--- config.mk ---
export PLATFORM = sky130hd
export DESIGN_NAME = scoreboard_hazard_unit
export DESIGN_NICKNAME = d
export VERILOG_FILES = /design/src/rtl/scoreboard_hazard_unit.sv
export SDC_FILE = /design/constraint.sdc
export NUM_CORES = 1
export LEC_CHECK = 0
export CAP_MARGIN = 20
export CORE_MARGIN = 3
export CORE_UTILIZATION = 56
export CTS_CLUSTER_DIAMETER = 40
export DETAILED_ROUTE_END_ITERATION = 8
export GPL_TIMING_DRIVEN = 1
export PLACE_DENSITY = 0.78
export SLEW_MARGIN = 20
export SYNTH_ARGS = -nofsm -noshare
export SYNTH_HDL_FRONTEND = slang
export SYNTH_SLANG_ARGS = --single-unit
--- constraint.sdc ---
create_clock -name clk -period 5.6 [get_ports clk]
set_input_delay 1.12 -clock clk [delete_from_list [all_inputs] [get_ports clk]]
set_output_delay 1.12 -clock clk [all_outputs]
set_load 0.005 [all_outputs]
--- src/rtl/scoreboard_hazard_unit.sv ---
// rtl/scoreboard_hazard_unit.sv - register scoreboard with per-source bypass select and RAW/WAW/port stall
module scoreboard_hazard_unit #(
  parameter int NUM_REGS = 32,
  parameter int REG_AW   = 5,
  parameter int NUM_SRC  = 2,
  parameter int MAX_LAT  = 7,
  parameter int LAT_W    = 4
) (
  input  logic                      clk,
  input  logic                      reset,
  input  logic                      issue_valid,
  input  logic [NUM_SRC*REG_AW-1:0] issue_src,
  input  logic [NUM_SRC-1:0]        issue_src_en,
  input  logic [REG_AW-1:0]         issue_rd,
  input  logic                      issue_wen,
  input  logic [LAT_W-1:0]          issue_lat,
  output logic                      stall,
  output logic                      issue_accept,
  output logic [NUM_SRC*2-1:0]      fwd_sel,
  output logic [NUM_REGS-1:0]       busy_vec
);

  logic [NUM_REGS-1:0] busy;
  logic [LAT_W-1:0]    cnt [NUM_REGS];
  logic [MAX_LAT+1:1]  slot;

  logic                 raw, waw, port_hit, hazard, wr;
  logic [NUM_SRC*2-1:0] fwd_raw;

  always_comb begin
    raw     = 1'b0;
    fwd_raw = '0;
    for (int k = 0; k < NUM_SRC; k++) begin
      if (issue_src_en[k] && (issue_src[k*REG_AW +: REG_AW] != '0) &&
          busy[issue_src[k*REG_AW +: REG_AW]]) begin
        if (cnt[issue_src[k*REG_AW +: REG_AW]] >= LAT_W'(2))
          raw = 1'b1;
        else if (cnt[issue_src[k*REG_AW +: REG_AW]] == LAT_W'(1))
          fwd_raw[k*2 +: 2] = 2'b01;
        else
          fwd_raw[k*2 +: 2] = 2'b10;
      end
    end

    wr  = issue_wen && (issue_rd != '0);
    waw = wr && busy[issue_rd] &&
          ({1'b0, cnt[issue_rd]} >= ({1'b0, issue_lat} + (LAT_W+1)'(1)));

    // The write-back slot one beyond the new producer's latency must be free;
    // lat == MAX_LAT looks past the end of the shift register and never conflicts.
    port_hit = 1'b0;
    for (int k = 1; k <= MAX_LAT; k++) begin
      if (wr && (({1'b0, issue_lat} + (LAT_W+1)'(1)) == (LAT_W+1)'(k)))
        port_hit = slot[k];
    end

    hazard = issue_valid && (raw || waw || port_hit);
  end

  assign stall        = hazard && !reset;
  assign issue_accept = issue_valid && !hazard && !reset;
  assign fwd_sel      = reset ? '0 : fwd_raw;
  assign busy_vec     = reset ? '0 : busy;

  always_ff @(posedge clk) begin
    if (reset) begin
      busy <= '0;
      slot <= '0;
      for (int r = 0; r < NUM_REGS; r++)
        cnt[r] <= '0;
    end else begin
      for (int r = 0; r < NUM_REGS; r++) begin
        if (busy[r]) begin
          if (cnt[r] != '0)
            cnt[r] <= cnt[r] - LAT_W'(1);
          else
            busy[r] <= 1'b0;
        end
      end
      slot <= {1'b0, slot[MAX_LAT+1:2]};
      // Later assignments win, so a fresh issue overrides the aging above.
      if (issue_accept && wr) begin
        busy[issue_rd] <= 1'b1;
        cnt[issue_rd]  <= issue_lat;
        for (int k = 1; k <= MAX_LAT; k++) begin
          if (issue_lat == LAT_W'(k))
            slot[k] <= 1'b1;
        end
      end
    end
  end

endmodule

Close-up of the layout:
Bar = 5 µm. Window x 70 to 90, y 103 to 123 µm. Cells in grey, sequential cells in the stronger grey; small squares are vias.
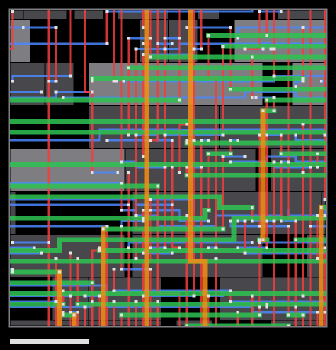
legend:
  green:
    layer: met3
  red:
    layer: met2
  orange:
    layer: met4
  blue:
    layer: met1
sequential cells in the window: 3
most frequent: mux4_2 (7), nor3_1 (3), edfxtp_1 (3)
cells with their middle in the window: 17
netlist names of flops here include: cnt (3)

Routed metal per tile:
The die is cut into 32 by 32 equal tiles; white is low, dark blue is high, scaled to the fullest tile. Values are wire area over tile area, all layers added.
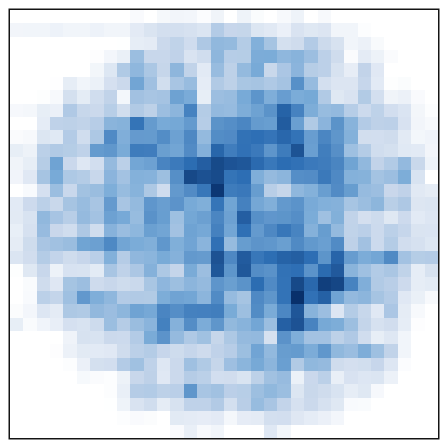
tiles over half the peak: 22%
emptiest ninth of the die: south-west
mean over tiles: 0.28
densest ninth of the die: centre

Ports around the boundary:
Bar = 50 µm. Pins as bars across the die edge, other pins in grey.
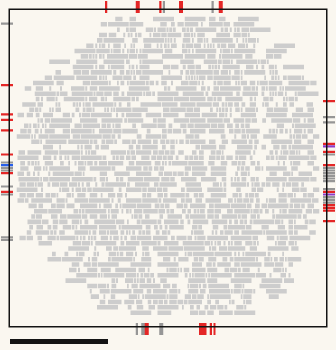
legend:
  purple:
    port: issue_src_en
    pins: 2
    direction: input
    edge: east
  blue:
    port: reset
    pins: 1
    direction: input
    edge: west
  red:
    port: busy_vec
    pins: 32
    direction: output
    edge: 9 east, 8 north, 8 south, 7 west
all pins by edge: 24 east, 16 west, 13 south, 10 north
die boundary width: 161.0 µm
overall die height: 161.0 µm
number of port buffers: 62

Clock wiring as the flow saved it:
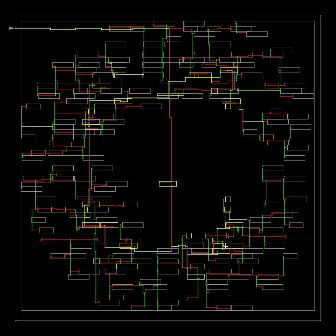
clock buffer count: 18
final clock skew: 0.01558 ns

==> power groups by stage <==
stage / logic [mW] / clock network, mW / registers [mW]
global placement: 0.559 / 0 / 1.52
floorplan: 0.425 / 0 / 1.48
global route: 0.642 / 1.25 / 1.51
CTS: 0.580 / 1.21 / 1.50
finish: 0.597 / 1.21 / 1.50
detailed placement: 0.573 / 0 / 1.52
==> sequential cells by signal, summed over array words and instances (netlist names) <==
| signal | flops |
|---|---|
| cnt | 128 |
| busy | 32 |
| slot | 7 |
==> tightest hold or removal path, cell delays in order (launching register included) <==
cell	delay, ns
sky130_fd_sc_hd__dfxtp_1	0.32
sky130_fd_sc_hd__inv_1	0.05
sky130_fd_sc_hd__a21oi_1	0.05
==> worst min path at each step <==
stage / from / to / cells past startpoint
after CTS: slot[2]$_SDFF_PP0_ / slot[1]$_SDFF_PP0_ / 2
after global placement: slot[2]$_SDFF_PP0_ / slot[1]$_SDFF_PP0_ / 2
after detailed placement: slot[2]$_SDFF_PP0_ / slot[1]$_SDFF_PP0_ / 2
after global routing: slot[2]$_SDFF_PP0_ / slot[1]$_SDFF_PP0_ / 2
after floorplan: slot[2]$_SDFF_PP0_ / slot[1]$_SDFF_PP0_ / 2
final: slot[2]$_SDFF_PP0_ / slot[1]$_SDFF_PP0_ / 2
==> metrics by stage <==
| step | power, mW | instances | setup slack (ns) | hold slack (ns) | area [µm²] |
|---|---|---|---|---|---|
| final | 3.306 | 1677 | 0.1174 | 0.4663 | 15210 |
| after global routing | 3.403 | 1676 | 0.007673 | 0.4837 | 15210 |
| after CTS | 3.282 | 1672 | 0.003638 | 0.4598 | 15140 |
| after detailed placement | 2.097 | 1640 | 0.003566 | 0.4427 | 14570 |
| after global placement | 2.079 | 1640 | 0.03432 | 0.4363 | 14570 |
| after floorplan | 1.904 | 1284 | 0.005230 | 0.4256 | 13460 |
==> area by class of cell <==
class,count,area (µm²),area share [%]
antenna,1,2.502,0.01645
clock buffer,18,429.2,2.821
clock inverter,14,148.9,0.9788
inverter,76,285.3,1.875
multi-input combinational,968,8244,54.19
sequential,167,4624,30.40
tap,319,399.1,2.624
timing repair buffer,114,1079,7.090
==> routing by layer <==
layer,GRT usage (%),vias to the layer above
met2,48.59,848
met3,9.746,168
met5,0,-
met1,41.69,5380
li1,-,4876
met4,12.63,0
==> cell families after synthesis <==
family	after synthesis
simple gates	491
mux	224
flops	167
buf+inv	149
compound gates	130
xor+xnor	66
fa+ha+maj	57
==> what timing repair did <==
item	in CTS	in global routing
setup buffers	0	4
gates resized	0	6
endpoints found under the setup margin	0	2
==> job_summary.md <==
### Metrics collected by this job

| Metric | Value |
|---|---|
| Number of iterations in the first detailed-routing pass | `6` |
| Highest metal used | `met4` |
| Cells after Synth | `1284` |
| Worst path depth | `14` |
| Simple share | `19.39%` |
| Max-slew headroom | `between 20 and 30%` |
| Synth Area in Adders | `under 10%` |
| Max rail drop VDD | `0.1967 mV` |
| Initial drt markers | `~1.7k` |
| Clk Latency, worst-skew pair | `between 0.4 and 0.5 ns` |
| Worst r2r src | `cnt[8][0]$_DFFE_PP_` |
| Maximum number of pins on one net before global-route repair | `93` |
| RD Place Congestion | `1.036` |
| Combinational share of power | `18.1%` |
| Nature of the critical path startpoint | `input port` |
| Endpoints failing hold | `0` |
| Power share of the sequential group | `45.4%` |
| Unrepaired setup endpoints after global routing | `no` |
| Share of the yosys chip area belonging to registers | `34.38%` |
| Ys Warns | `0` |
| Count of clock tree sinks | `about 170` |
| Core Footprint | `between 20000 and 25000 µm²` |
| Post-synthesis compound-gate area fraction | `between 7 and 8%` |
| Maximum clock insertion buffer count | `2` |
| Chain of cells forming the critical path | `clkbuf_4 -> buf_4 -> mux4_2 -> a221oi_1 -> and3_1 -> ha_1 -> nand2b_1 -> a21o_1 -> a21o_1 -> a21o_1 -> a31oi_4 -> o211a_2 -> nor2_1 -> clkdlybuf4s50_1` |
| Layout cells sized above 1 | `about a fifth` |
| Category of cells accounting for the largest share of critical-path delay | `AND-OR/OR-AND gates` |
| Biggest fanout along the worst timing path | `6` |
| Most frequent cells after synthesis | `170 x sky130_fd_sc_hd__nor2_1, 128 x sky130_fd_sc_hd__edfxtp_1, 75 x sky130_fd_sc_hd__inv_1` |
| Number of antenna violations at the first check in global routing | `1` |
| Maximum frequency from static timing analysis | `182.4 MHz` |
| Half-perimeter wire length of the detailed placement result | `30250 µm` |
| Worst setup slack for register-to-register paths | `1.16 ns` |
| Fraction of power spent switching nets | `about 29%` |
| Main synth FF type | `sky130_fd_sc_hd__edfxtp_1` |
| CP Class | `in2out` |
| Yosys stat area | `13450 µm²` |
| Library cell with the largest summed area after synthesis | `sky130_fd_sc_hd__edfxtp_1` |
| Cell types occupying the most area after synthesis | `sky130_fd_sc_hd__edfxtp_1 29%, sky130_fd_sc_hd__mux4_2 12%, sky130_fd_sc_hd__dfxtp_1 5.8%` |
| Netlist area before placement | `between 10000 and 15000 µm²` |
| Outcome | `complete, no violations` |
| Total Neg Setup Slack | `0 ns` |
| Critical Path Max Stage Delay | `0.51 ns` |
| Fraction of synthesized area in multiplexers | `25.10%` |
| Reg2Reg Depth | `14` |
| Worst path arrival time | `4.36 ns` |
Power and IR drop assume default switching activity.
